## src/rtl/stage_if_prefetch.sv

```systemverilog
// stage_if_prefetch -- instruction-fetch stage with a prefetch queue.
//
// Owns the PC and fetches ahead of decode into a QDEPTH-entry queue. At most
// one ram request is outstanding. Each queue entry is {inst, pc, next_pc} and
// is handed to decode over a valid/ready pair.
//
// Handshakes:
//   ram side    : ram_req_o/ram_addr_o are held stable until the one-cycle
//                 ram_done_i pulse. ram_inst_i is sampled on that cycle.
//   decode side : the head moves on the rising edge where inst_valid_o and
//                 inst_ready_i are both high. A redirect on the same edge
//                 flushes the queue, so that acceptance is void.
//
// Optional feature (macro IF_JAL_PREDICT_EN): a fetched JAL word predicts
// pc + J-immediate as its next PC instead of pc + 4.
//
// Ports:
//   clk, rst_n                    clock (rising edge), async active-low reset
//   redirect_i, redirect_pc_i     branch/jump redirect strobe and target
//   ram_req_o, ram_addr_o         fetch request and address
//   ram_done_i, ram_inst_i        fetch completion pulse and fetched word
//   inst_valid_o, inst_ready_i    queue head valid / decode accept
//   inst_o, pc_o, next_pc_o       head entry (all zero while the queue is empty)
//   stall_o                       inverse of inst_valid_o
//
// The FSM state is held in state_q (type state_t) for checkers to bind to.
module stage_if_prefetch #(
  parameter int                    ADDR_WIDTH = 32,
  parameter int                    INST_WIDTH = 32,
  parameter int                    QDEPTH     = 4,
  parameter logic [ADDR_WIDTH-1:0] RESET_PC   = '0
) (
  input  logic                  clk,
  input  logic                  rst_n,
  input  logic                  redirect_i,
  input  logic [ADDR_WIDTH-1:0] redirect_pc_i,
  output logic                  ram_req_o,
  output logic [ADDR_WIDTH-1:0] ram_addr_o,
  input  logic                  ram_done_i,
  input  logic [INST_WIDTH-1:0] ram_inst_i,
  output logic                  inst_valid_o,
  input  logic                  inst_ready_i,
  output logic [INST_WIDTH-1:0] inst_o,
  output logic [ADDR_WIDTH-1:0] pc_o,
  output logic [ADDR_WIDTH-1:0] next_pc_o,
  output logic                  stall_o
);

  localparam int             PW       = $clog2(QDEPTH);
  localparam int             CW       = PW + 1;
  localparam logic [CW-1:0]  FULL_CNT = CW'(QDEPTH);

  typedef enum logic [1:0] {
    ST_IDLE    = 2'd0,
    ST_REQ     = 2'd1,
    ST_DISCARD = 2'd2
  } state_t;

  state_t                state_q, state_d;

  // fetch_pc_q is always the next address the stage intends to fetch. While
  // discarding, it already holds the redirect target, and the address of the
  // abandoned request is kept in discard_addr_q so ram_addr_o stays stable.
  logic [ADDR_WIDTH-1:0] fetch_pc_q;
  logic [ADDR_WIDTH-1:0] discard_addr_q;
  logic [ADDR_WIDTH-1:0] npc;

  logic [CW-1:0]         count_q, count_after;
  logic [PW-1:0]         rd_ptr_q, wr_ptr_q;
  logic [INST_WIDTH-1:0] inst_mem [QDEPTH];
  logic [ADDR_WIDTH-1:0] pc_mem   [QDEPTH];
  logic [ADDR_WIDTH-1:0] npc_mem  [QDEPTH];

  logic                  valid;
  logic                  push;
  logic                  pop;

  // ---------------------------------------------------------------------------
  // Next-PC prediction for the word being returned this cycle
  // ---------------------------------------------------------------------------
`ifdef IF_JAL_PREDICT_EN
  logic [20:0] jal_imm;
  assign jal_imm = {ram_inst_i[31], ram_inst_i[19:12], ram_inst_i[20],
                    ram_inst_i[30:21], 1'b0};
  assign npc = (ram_inst_i[6:0] == 7'b1101111)
             ? fetch_pc_q + {{(ADDR_WIDTH-21){jal_imm[20]}}, jal_imm}
             : fetch_pc_q + ADDR_WIDTH'(4);
`else
  assign npc = fetch_pc_q + ADDR_WIDTH'(4);
`endif

  // ---------------------------------------------------------------------------
  // Queue control
  // ---------------------------------------------------------------------------
  assign valid = (count_q != '0);
  assign pop   = valid & inst_ready_i;
  // A word returned on a redirect cycle is stale, so it is never pushed. Done
  // pulses outside REQ (idle or discarding) never reach the queue either.
  assign push  = (state_q == ST_REQ) & ram_done_i & ~redirect_i;

  assign count_after = count_q + {{(CW-1){1'b0}}, push} - {{(CW-1){1'b0}}, pop};

  assign inst_valid_o = valid;
  assign stall_o      = ~valid;
  assign inst_o       = valid ? inst_mem[rd_ptr_q] : '0;
  assign pc_o         = valid ? pc_mem[rd_ptr_q]   : '0;
  assign next_pc_o    = valid ? npc_mem[rd_ptr_q]  : '0;

  // ---------------------------------------------------------------------------
  // FSM: state register
  // ---------------------------------------------------------------------------
  always_ff @(posedge clk or negedge rst_n) begin
    if (!rst_n) begin
      state_q <= ST_IDLE;
    end else begin
      state_q <= state_d;
    end
  end

  // ---------------------------------------------------------------------------
  // FSM: next state and ram-side outputs
  // ---------------------------------------------------------------------------
  always_comb begin
    state_d    = state_q;
    ram_req_o  = 1'b0;
    ram_addr_o = '0;
    case (state_q)
      ST_IDLE: begin
        // A redirect empties the queue, so it always leaves room to fetch.
        if (redirect_i || (count_q < FULL_CNT)) begin
          state_d = ST_REQ;
        end
      end
      ST_REQ: begin
        ram_req_o  = 1'b1;
        ram_addr_o = fetch_pc_q;
        if (redirect_i) begin
          state_d = ram_done_i ? ST_REQ : ST_DISCARD;
        end else if (ram_done_i) begin
          state_d = (count_after < FULL_CNT) ? ST_REQ : ST_IDLE;
        end
      end
      ST_DISCARD: begin
        ram_req_o  = 1'b1;
        ram_addr_o = discard_addr_q;
        if (ram_done_i) begin
          state_d = ST_REQ;
        end
      end
      default: begin
        state_d = ST_IDLE;
      end
    endcase
  end

  // ---------------------------------------------------------------------------
  // PC, pointers and occupancy
  // ---------------------------------------------------------------------------
  always_ff @(posedge clk or negedge rst_n) begin
    if (!rst_n) begin
      fetch_pc_q     <= RESET_PC;
      discard_addr_q <= '0;
      count_q        <= '0;
      rd_ptr_q       <= '0;
      wr_ptr_q       <= '0;
    end else if (redirect_i) begin
      fetch_pc_q <= redirect_pc_i;
      count_q    <= '0;
      rd_ptr_q   <= '0;
      wr_ptr_q   <= '0;
      // Only the first redirect of an abandoned request captures its address;
      // a later redirect while discarding just retargets fetch_pc_q.
      if ((state_q == ST_REQ) && !ram_done_i) begin
        discard_addr_q <= fetch_pc_q;
      end
    end else begin
      if (push) begin
        fetch_pc_q <= npc;
        wr_ptr_q   <= wr_ptr_q + PW'(1);
      end
      if (pop) begin
        rd_ptr_q <= rd_ptr_q + PW'(1);
      end
      count_q <= count_after;
    end
  end

  // Queue storage needs no reset: the outputs are masked while it is empty.
  always_ff @(posedge clk) begin
    if (push) begin
      inst_mem[wr_ptr_q] <= ram_inst_i;
      pc_mem[wr_ptr_q]   <= fetch_pc_q;
      npc_mem[wr_ptr_q]  <= npc;
    end
  end

endmodule

```

## config.mk

```make
export PLATFORM = sky130hd
export DESIGN_NAME = stage_if_prefetch
export DESIGN_NICKNAME = d
export VERILOG_FILES = /design/src/rtl/stage_if_prefetch.sv
export SDC_FILE = /design/constraint.sdc
export NUM_CORES = 1
export LEC_CHECK = 0
export ABC_AREA = 1
export ABC_CLOCK_PERIOD_IN_PS = 7400
export CAP_MARGIN = 15
export CORE_MARGIN = 4
export CORE_UTILIZATION = 57
export CTS_CLUSTER_DIAMETER = 50
export DETAILED_ROUTE_END_ITERATION = 8
export PLACE_DENSITY = 0.82
export SKIP_LAST_GASP = 1
export SLEW_MARGIN = 30
export SYNTH_ARGS = -nofsm -noshare
export SYNTH_HDL_FRONTEND = slang
export SYNTH_SLANG_ARGS = --single-unit
```

## constraint.sdc

```tcl
create_clock -name clk -period 7.4 [get_ports clk]
set_clock_uncertainty 0.15 [all_clocks]
set_input_delay 1.85 -clock clk [delete_from_list [all_inputs] [get_ports clk]]
set_output_delay 1.85 -clock clk [all_outputs]
set_load 0.1 [all_outputs]
```

==> deck_impl_summary.md, run 1 <==
Physical Implementation Snapshot

Global routing
  • Initial antenna violation count: 4
  • Largest net degree at the start of global routing: 112
  • Vias in the first global route: 13,800

Job
  • Tool warnings: 34

Yosys
  • Main flop type: edfxtp_1
  • Sequential cell area fraction in the yosys report: 68.47%
  • Mapped cell area: approximately 19,000 um2
  • Yosys adder share: less than 1%
  • Yosys warning tally: 0
  • Post-synth EDFFs: approximately 380
  • Yosys reg bits: 449
  • Gate Count Post-Synth: 1,781
  • Cells in synth_stat.txt: between 1,500 and 2,000
  • AND-OR/OR-AND Cells, Area Fraction: 10.85%
  • Yosys stat chip area: 19,160 um2
  • Nets at Floorplan: 1,862
  • Top cells by area: edfxtp_1 59%, dfrtp_1 9.5%, nor2_1 8.1%

Layout
  • Layout cells sized above 1: 7.432%
  • P&R area growth vs syn: 20.32%
  • Layout Nets: around 2,000

STA
  • Final period util: 87.40%
  • Minimum clock period: around 6.5 ns
  • Peak Freq: roughly 0.15 GHz
  • Worst slew pin tran: 1.041 ns
  • Setup TNS Final: 0 ns
  • Final Hold Viols: 0
  • Final-report max-slew violation count: 0
  • RSZ-0062 raised after global routing: false

Die
  • Die X: roughly 190 um
  • Die area: 36,610 um2
  • Die height: between 150 and 200 um
  • Num ports: approximately 200

Route
  • First-iteration detailed-routing DRC count: approximately 1,500
  • DRC Markers: 0

Place
  • Area after DPL: 21,440 um2
  • PortBufs: 199
  • Detailed placer's ending HPWL: 29,560 um
  • Gpl congestion: 0.8966

CTS
  • H-tree depth: 2
  • Total CTS buffers: 48
  • CTS Hold Bufs: 0
  • Postcts setup bufs: 0

Worst setup path
  • Critical path capture point type: output pin
  • Cells on worst reg2reg path: 17
  • Reg2Reg Capture Point: state_q[0]$_DFFE_PN0P_
  • R2R Setup Slk: 3.33 ns
  • Startpoint types: flop
  • CP Cell Sequence: clkinv_2 > buf_4 > nor2_1 > o21ai_0 > a21oi_1 > clkdlybuf4s50_1
  • Crit path launch: rd_ptr_q[1]$_DFFE_PN0P_
  • Slowest-stage cell, CP: clkdlybuf4s50_1
  • Critical setup path kind: flop to output pin

Status
  • Status: complete, no violations
run 1: metal layers:
layer / vias to the layer above / part of all wire (%) / track usage [%]
li1: 6402 / - / -
met1: 6710 / 39 / 36.72
met4: 2 / 2.9 / 7.818
met2: 746 / 49 / 45.43
met5: - / 0.026 / 0
met3: 110 / 9.2 / 4.511
run 1: cell type report:
| class | instances | area (um2) |
|---|---|---|
| multi-input cells | 1158 | 5346 |
| clock inverters | 31 | 346.6 |
| well taps | 442 | 553.0 |
| clock buffers | 56 | 1262 |
| repair buffers | 216 | 2148 |
| inverters | 68 | 262.8 |
| diodes | 3 | 7.507 |
| fillers | 2302 | 9814 |
| flip-flops and latches | 449 | 13130 |
run 1: sequential cells by signal (all words and copies together) (netlist names):
signal	count
rd_ptr_q	2
fetch_pc_q	32
npc_mem	128
state_q	2
wr_ptr_q	2
count_q	3
pc_mem	120
discard_addr_q	32
inst_mem	128
run 1: stage by stage:
stage	instances	setup WS (ns)	utilization, %
6_report	2423	0.9323	70.14
5_1_grt	2423	0.6759	70.14
4_1_cts	2420	0.9105	70.12
3_5_place_dp	2333	1.525	65.22
3_3_place_gp	2333	1.565	65.22
2_1_floorplan	1781	0.4593	-
run 1: critical path, delay by kind of cell (launching register included):
family                 cells  cell delay (ns)
and+or+nand+nor            1             0.21
DFF                        1             0.79
AOI/OAI and AO/OA          2             0.37
buffers and inverters      3             2.51
run 1: cells by family after synthesis:
kind of cell / count (synthesis)
xor gates and xnor gates: 15
AOI/OAI and AO/OA: 410
buffers and inverters: 174
DFF: 449
adders and majority gates: 12
and+or+nand+nor: 721
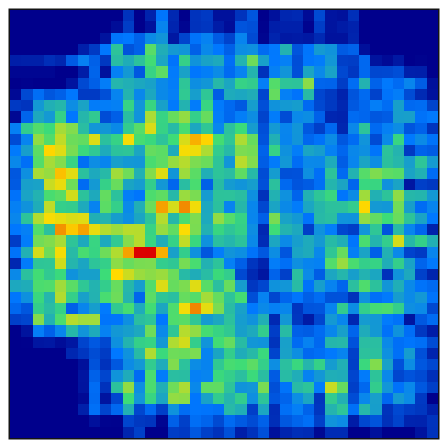
*Wire density map, run 1*
38 x 38 tiles, from dark blue (low) to red (high), scaled to the fullest tile. Values are wire area over tile area, all layers added.
fullest tile: 0.75
emptiest ninth of the die: upper right
nearly empty tiles: 11%
mean over tiles: 0.23
WL per Instance: 20.54 um
Post-Route WL: 49,770 um
total track usage: 27.00%

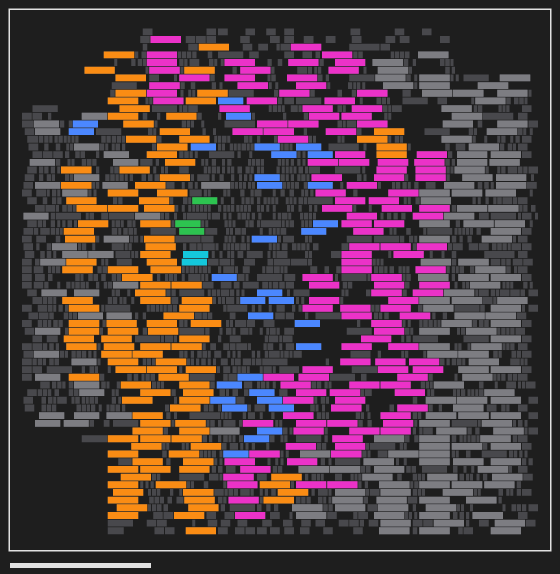
*Register map, names as in the netlist, run 1*
Scale bar: 50 um. Other sequential cells in the stronger grey, the rest of the logic in the fainter grey.
| colour | name in the netlist | placed flops |
|---|---|---|
| orange | `pc_mem` | 120 |
| cyan | `wr_ptr_q` | 2 |
| green | `count_q` | 3 |
| blue | `fetch_pc_q` | 32 |
| magenta | `npc_mem` | 128 |
Finished Core Util: 70.14%
register area: 13,130 um2
flop share of the area: 56.94%

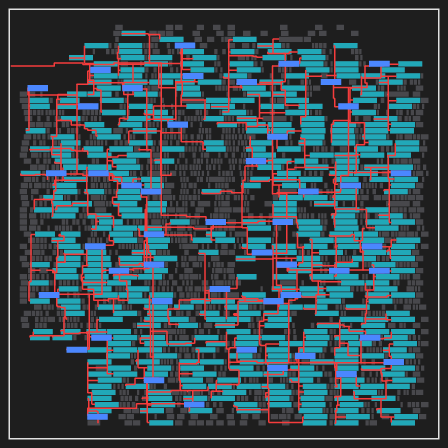
*Clock wires, drivers and flops, run 1*
[red] clock wires | length: 4,770 um
[blue] cells driving clock nets | count: 48
[cyan] flip-flops | count: 449
flops lie: spread over the die
routed clock nets: 49
Skew-Pair Late Insertion Delay: 0.55 ns

--- run 2 (diff from run 1) ---
--- a/config.mk
+++ b/config.mk
@@ -8,11 +8,13 @@
 export ABC_AREA = 1
 export ABC_CLOCK_PERIOD_IN_PS = 7400
 export CAP_MARGIN = 15
+export CELL_PAD_IN_SITES_DETAIL_PLACEMENT = 0
+export CELL_PAD_IN_SITES_GLOBAL_PLACEMENT = 2
 export CORE_MARGIN = 4
-export CORE_UTILIZATION = 57
+export CORE_UTILIZATION = 37
 export CTS_CLUSTER_DIAMETER = 50
 export DETAILED_ROUTE_END_ITERATION = 8
-export PLACE_DENSITY = 0.82
+export PLACE_DENSITY = 0.81
 export SKIP_LAST_GASP = 1
 export SLEW_MARGIN = 30
 export SYNTH_ARGS = -nofsm -noshare
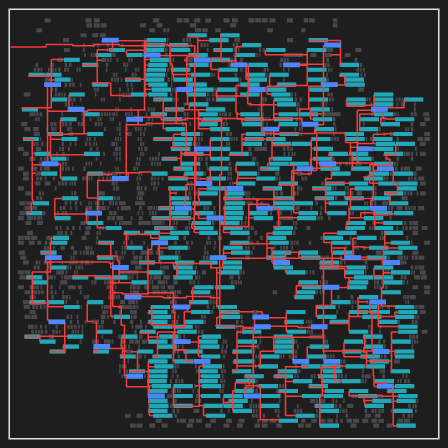
*Clock wires, drivers and flops, run 2*
[cyan] flip-flops | count: 449
[blue] cells driving clock nets | count: 54
[red] clock wires | length: 5,730 um
flops lie: spread over the die
routed clock nets: 55
Skew-Pair Late Insertion Delay: 0.60 ns

==> deck_impl_summary.md, run 2 <==
Physical Implementation Snapshot

Status
  • Status: complete, no violations

Global routing
  • Vias in the first global route: 13,080
  • Total track usage: between 10% and 20%
  • Largest net degree at the start of global routing: 81

Layout
  • Layout Nets: 2,033
  • Top Registers: inst_mem: 128 flops, npc_mem: 128 flops, pc_mem: 120 flops
  • Diodes inserted: 0
  • Layout cells sized above 1: 8.421%
  • Gate Area: 5341 um2
  • Finished Core Util: 45.69%

Worst setup path
  • Cells on worst reg2reg path: 18
  • Reg2Reg Capture Point: state_q[0]$_DFFE_PN0P_
  • Startpoint types: flop
  • CP top delay family: buffers and inverters

Yosys
  • Cells in synth_stat.txt: 1,781
  • Gate Count Post-Synth: 1,781
  • Sequential cell area fraction in the yosys report: 68.47%
  • Top cells by area: edfxtp_1 59%, dfrtp_1 9.5%, nor2_1 8.1%
  • AND-OR/OR-AND Cells, Area Fraction: approximately 11%
  • Post-synth EDFFs: between 300 and 400

CTS
  • Total CTS buffers: 54
  • CTS Hold Bufs: 0
  • Postcts setup bufs: 0
  • H-tree depth: 2

STA
  • Setup TNS Final: 0 ns
  • RSZ-0062 raised after global routing: false
  • Worst slew pin tran: 1.045 ns
  • Final Hold Viols: 0
  • Worst setup margin: 1.099 ns
  • Minimum clock period: 6.301 ns
  • Final-report max-slew violation count: 0

Die
  • Die height: 235.6 um
  • Num ports: roughly 200

Route
  • First-iteration detailed-routing DRC count: 887
  • WL per Instance: 19.45 um
  • Met1 WL: ~25,000 um
  • Wire length on met2: 23,370 um
  • Post-Route WL: approximately 52,000 um

Job
  • Tool warnings: 32

Place
  • Placed instance count: between 2,000 and 3,000
  • Gpl congestion: 0.8435
  • Area after DPL: 21,710 um2
  • Detailed placer's ending HPWL: 32,090 um
-- run 2: cell types whose count changed in the layout (fill, tap and decap cells not counted), moves of 3 or more --
| cell | before | now |
|---|---|---|
| buf_2 | 2 | 9 |
| buf_4 | 14 | 25 |
| bufinv_16 | 6 | 3 |
| clkbuf_1 | 6 | 15 |
| clkbuf_16 | 49 | 55 |
| clkdlybuf4s50_1 | 196 | 183 |
| diode_2 | 3 | 0 |
-- run 2: how the worst max path moves through the flow --
stage                                 start                       end  slack, ns  cells after the start
finish              rd_ptr_q[0]$_DFFE_PN0P_                  pc_o[18]       1.10                      6
CTS                 rd_ptr_q[1]$_DFFE_PN0P_             next_pc_o[10]       1.04                      6
global route        rd_ptr_q[1]$_DFFE_PN0P_             next_pc_o[10]       0.90                      6
detailed placement  rd_ptr_q[1]$_DFFE_PN0P_             next_pc_o[10]       1.71                      6
global placement    rd_ptr_q[1]$_DFFE_PN0P_             next_pc_o[10]       1.76                      6
floorplan                        redirect_i  inst_mem[0][0]$_DFFE_PP_       0.46                      4
-- run 2: area by class of cell --
class                           count  share of cell area [%]
Clock buffer                       71                   6.171
Clock inverter                     28                   1.217
Inverter                           68                   1.121
Multi-Input combinational cell   1158                   22.79
Sequential cell                   449                   56.00
Tap cell                          680                   3.630
Timing Repair Buffer              221                   9.075
-- run 2: metal layers --
layer	GRT usage [%]	vias up
met4	4.947	0
met5	0	-
li1	-	6430
met3	3.433	79
met1	26.79	6379
met2	28.11	331
-- run 2: logic make-up after synthesis --
| logic type | after synthesis |
|---|---|
| DFF | 449 |
| adders and majority gates | 12 |
| xor gates and xnor gates | 15 |
| AOI/OAI and AO/OA | 410 |
| and+or+nand+nor | 721 |
| buffers and inverters | 174 |
